Fig. 1: routing congestion
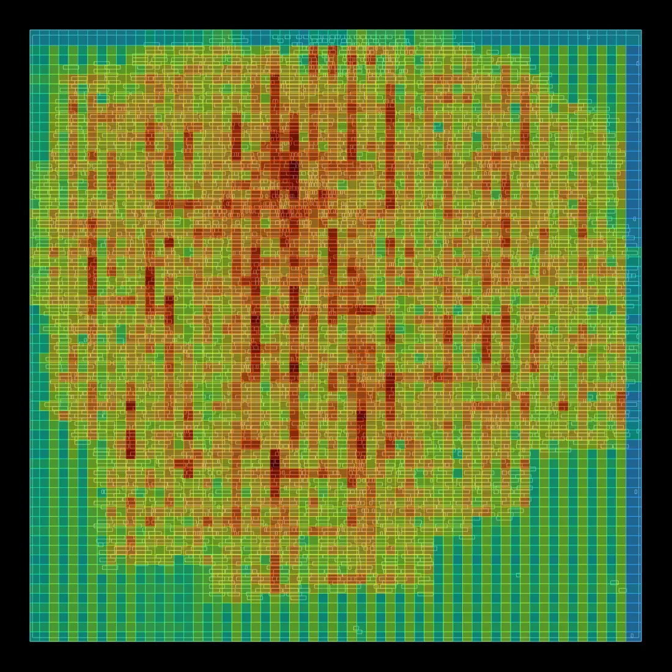
Fig. 2: sequential cells colored by netlist name
Bar = 100 um. Other sequential cells in the stronger gray, the rest of the logic in the fainter gray.
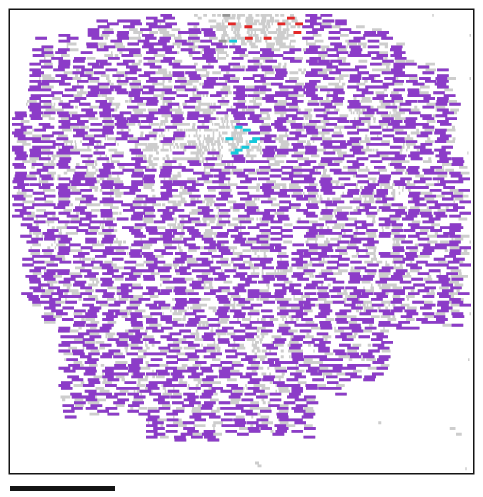
Fig. 3: signal wires by layer
Two of the layers only.
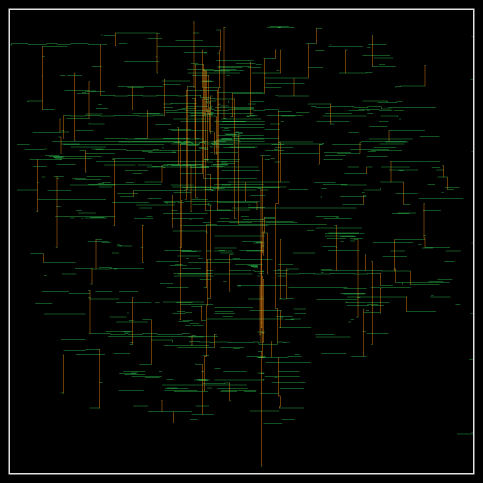
[src/rtl/boot_mem.sv]
// Boot RAM with a byte-stream loader: the loader fills the RAM while the processor is held in reset,
// then ownership passes to the processor. Optional MMIO output register at the top address: BOOT_MEM_MMIO_EN.
module boot_mem #(
  parameter int WIDTH   = 8,
  parameter int ADRBITS = 8,
  parameter int LOADLEN = 256
) (
  input  logic               clk,
  input  logic               reset,
  input  logic               ld_valid,
  input  logic [WIDTH-1:0]   ld_data,
  input  logic               ld_last,
  output logic               ld_ready,
  output logic               cpu_reset,
  output logic               done,
  output logic [WIDTH-1:0]   chk,
  input  logic               memread,
  input  logic               memwrite,
  input  logic [ADRBITS-1:0] adr,
  input  logic [WIDTH-1:0]   writedata,
  output logic [WIDTH-1:0]   memdata,
  output logic [WIDTH-1:0]   outport
);

  localparam logic LOAD = 1'b0;
  localparam logic RUN  = 1'b1;

  // One extra bit so the pointer can count to LOADLEN without wrapping when LOADLEN == depth.
  localparam logic [ADRBITS:0]   LAST_PTR = (ADRBITS+1)'(LOADLEN - 1);
  localparam logic [ADRBITS-1:0] TOP_ADR  = '1;

  logic               state;
  logic [ADRBITS:0]   ptr;
  logic [WIDTH-1:0]   mem [0:(1<<ADRBITS)-1];
  logic               ld_acc;
  logic               cpu_wr;
  logic               mmio_hit;

  assign ld_ready = (state == LOAD);
  assign done     = (state == RUN);
  assign ld_acc   = (state == LOAD) && ld_valid && !reset;
  assign cpu_wr   = (state == RUN) && memwrite && !reset;

`ifdef BOOT_MEM_MMIO_EN
  assign mmio_hit = (adr == TOP_ADR);

  always_ff @(posedge clk) begin
    if (reset)                  outport <= '0;
    else if (cpu_wr && mmio_hit) outport <= writedata;
  end
`else
  assign mmio_hit = 1'b0;
  assign outport  = '0;
`endif

  always_ff @(posedge clk) begin
    if (reset) begin
      state     <= LOAD;
      ptr       <= '0;
      chk       <= '0;
      cpu_reset <= 1'b1;
    end else begin
      // Lags the state by one cycle so the core sees a reset edge after the final byte lands.
      cpu_reset <= (state == LOAD);
      if (ld_acc) begin
        ptr <= ptr + 1'b1;
        chk <= chk + ld_data;
        if (ld_last || ptr == LAST_PTR) state <= RUN;
      end
    end
  end

  // RAM is never cleared so a reload only overwrites the bytes it streams.
  always_ff @(posedge clk) begin
    if (ld_acc)                    mem[ptr[ADRBITS-1:0]] <= ld_data;
    else if (cpu_wr && !mmio_hit)  mem[adr]              <= writedata;
  end

  always_comb begin
    memdata = '0;
    if (state == RUN && memread) memdata = mmio_hit ? outport : mem[adr];
  end

endmodule

[config.mk]
export PLATFORM = sky130hd
export DESIGN_NAME = boot_mem
export DESIGN_NICKNAME = d
export VERILOG_FILES = /design/src/rtl/boot_mem.sv
export SDC_FILE = /design/constraint.sdc
export NUM_CORES = 2
export LEC_CHECK = 0
export CAP_MARGIN = 40
export CORE_MARGIN = 1.5
export CORE_UTILIZATION = 42
export DETAILED_ROUTE_END_ITERATION = 6
export HOLD_SLACK_MARGIN = 0.05
export PLACE_DENSITY = 0.56
export REMOVE_ABC_BUFFERS = 1
export SLEW_MARGIN = 20
export SYNTH_ARGS = -nofsm -noshare
export SYNTH_HDL_FRONTEND = slang
export SYNTH_SLANG_ARGS = --single-unit
export TNS_END_PERCENT = 10
[constraint.sdc]
create_clock -name clk -period 24.2 [get_ports clk]
set_input_delay 4.84 -clock clk [delete_from_list [all_inputs] [get_ports clk]]
set_output_delay 4.84 -clock clk [all_outputs]
set_load 0.05 [all_outputs]
==> results.tsv <==
stage	metric	value	unit
placement	place_hpwl	119000	um
sta	max_freq	0.0658	GHz
yosys	fa_ha_area_share	0.166	%
power_and_ir_drop	intPower	5.81	mW
setup_path	worstPathArrival	10.36	ns
global_route	grt_max_degree	220	
clock_network	cts_resized	0	
placement	place_ws	8.85	ns
floorplanning	fp.dieW	439	um
yosys	ys_sh_aoi	3.79	%
hold_path	min_path_cells	2	
job	warnings	35	
yosys	synth_dominant_cell_count	edfxtp_1	
routing	dr.pass1.iters	5	
sta	min_period_over_period	62.8	%
floorplanning	placementRows	159	
floorplanning	ioPinCount	57	
sta	fin_crit	15.20	ns
yosys	synthTopCellsByArea	edfxtp_1 77%, mux4_2 14%, nor2_1 1.3%	
sta	relSlewSlack	30.4	%
setup_path	cp-startpoint	adr[0]	
power_and_ir_drop	p_seq_share	53.5	%
setup_path	required	19.36	ns
setup_path	setup.worst_path.start_class	input port	
yosys	synth_area_leader_cell	edfxtp_1	
layout	nNetsFinal	3980	
clock_network	cts_buffers	204	
setup_path	slowest_stage	clkdlybuf4s50_1	
setup_path	crit_path_end_kind	output port	
clock_network	tritoncts	done	
setup_path	reg2reg_depth	6	
clock_network	cts_setup_buffers	0	
sta	setup-tns-final	0	ns
power_and_ir_drop	clockPowerShare	41.2	%
hold_path	min_path_type	reg2reg	
hold_path	hold_path_startpoint	chk[2]	
setup_path	cp_cell_sequence	buf_8, buf_4, buf_4, buf_12, buf_12, mux4_2, a22o_1, a221oi_1, o22ai_1, o21ai_0, nand3_1, clkdlybuf4s50_1	
yosys	yosys_area	0.0798	mm^2
layout	instances_no_fill	6600	
clock_network	ctsHoldBuffers	0	
power_and_ir_drop	p_per_area	81.3	mW/mm^2
yosys	ys_cells	3678	
sta	worstMarginPinSlew	1.04	ns
global_route	grt_pass1_vias	39200	
clock_network	clkLatencyLatePin	0.83	ns
outcome	status	complete, no violations	
floorplanning	fp_util	42.4	%
global_route	met2_usage	32.2	%
layout	fill_cells	15400	
routing	drtIter0Drc	4344	
setup_path	critPathKind	in2out	
layout	layout-drive-gt1-share	26.0	%
sta	worst_slack	9.00	ns
routing	vias	38700	
yosys	ys_sh_mux	14.5	%
yosys	yosysWarnings	0	
global_route	top_usage_layer	met2	
power_and_ir_drop	ir_drop	61.9	uV
placement	port_buffers	48	
placement	placed_cells	6154	
layout	area_growth	14.3	%
sta	setup_viol	0	
setup_path	rr_startpoint	done	
layout	logic_area	0.0168	mm^2
clock_network	root_buffer	clkbuf_16	
global_route	track_usage	20.6	%
About Fig. 1:
GR Layer Usage met3: 3.76%
drt wl/cell: 30.2 um

About Fig. 2:
Key: `chk` = red [sequential cells 8, where north]; `mem` = purple [sequential cells 2048, where widely spread]; `ptr` = cyan [sequential cells 9, where north]
Another 2 sequential cells are not colored.

About Fig. 3:
Key: met4 = orange [wire length 5230 um]; met3 = green [wire length 13200 um]

[layer usage]
metal	part of all wire (%)	vias up
li1	-	16100
met1	43	20900
met2	48	1435
met3	6.6	288
met4	2.6	0
met5	0	-
[worst max-delay path, delay by kind of cell]
family	cells	cell delay, ns
buf+inv	6	3.07
compound gates	4	1.23
mux	1	0.59
simple gates	1	0.20
[state kept, by name, summed over array words and instances (netlist names)]
register	flops
chk	8
cpu_reset	1
done	1
mem	2048
ptr	9
[worst max path at each step]
stage	end	cells past startpoint
6_report	memdata[2]	12
5_1_grt	memdata[4]	12
4_1_cts	memdata[6]	12
3_5_place_dp	memdata[6]	12
3_3_place_gp	memdata[6]	11
2_1_floorplan	mem[0][1]	3
[cells by family (layout without fill, tap and decap cells)]
| group | after synthesis | after routing |
|---|---|---|
| buffers and inverters | 246 | 665 |
| AOI/OAI and AO/OA | 393 | 393 |
| muxes | 512 | 512 |
| other | 1 | 9 |
| adders and majority gates | 10 | 10 |
| xor gates and xnor gates | 12 | 12 |
| DFF | 2067 | 2067 |
| and+or+nand+nor | 437 | 437 |
[stage by stage]
step / power, mW / cell area, um^2 / hold slack [ns]
detailed placement: 4.43 / 84100 / 0.478
floorplan: 4.26 / 78500 / 0.473
CTS: 7.47 / 90500 / 0.489
finish: 7.41 / 91200 / 0.490
global placement: 4.42 / 82900 / 0.467
global route: 7.62 / 91200 / 0.535
[power by group through the flow]
stage	sequential (mW)	clock (mW)	combinational, mW
final	3.96	3.06	0.393
after global routing	3.96	3.24	0.418
after floorplan	4.07	0	0.189
after detailed placement	4.04	0	0.394
after CTS	3.96	3.11	0.395
after global placement	4.04	0	0.376
[cells in the final DEF (no fill, tap or decap), types with 6 or more instances in the layout]
cell | netlist | final
buf_12 | 0 | 17
clkinv_2 | 0 | 32
conb_1 | 1 | 8
clkbuf_1 | 133 | 42
dfxtp_1 | 19 | 19
nor2_1 | 272 | 261
buf_16 | 0 | 22
o21ai_0 | 16 | 15
clkbuf_16 | 0 | 211
nand2_4 | 0 | 7
a221oi_1 | 89 | 89
xor2_1 | 6 | 6
nand2_1 | 78 | 70
o22a_1 | 8 | 8
edfxtp_1 | 2048 | 2048
o21ai_1 | 13 | 13
xnor2_1 | 6 | 6
a22o_1 | 96 | 96
ha_1 | 9 | 9
buf_4 | 20 | 188
a221oi_2 | 7 | 7
nor3_1 | 18 | 18
nand3_2 | 0 | 13
clkinv_1 | 0 | 60
mux4_2 | 512 | 512
a22oi_1 | 64 | 64
nand3_1 | 38 | 25
inv_1 | 10 | 10
a21oi_1 | 39 | 39
clkdlybuf4s50_1 | 0 | 46
bufinv_16 | 0 | 12
nor2_2 | 0 | 10
nand3b_1 | 14 | 14
o22ai_1 | 48 | 48
[area by class of cell]
cell class | instances | share of cell area (%)
Clock buffer | 253 | 5.96
Inverter | 10 | 0.0412
Clock inverter | 117 | 1.03
Multi-Input combinational cell | 1372 | 18.4
Sequential cell | 2067 | 67.9
Antenna cell | 1 | 0.00274
Timing Repair Buffer | 285 | 3.23
Tap cell | 2495 | 3.42
Power is estimated from default activity; no workload was simulated.
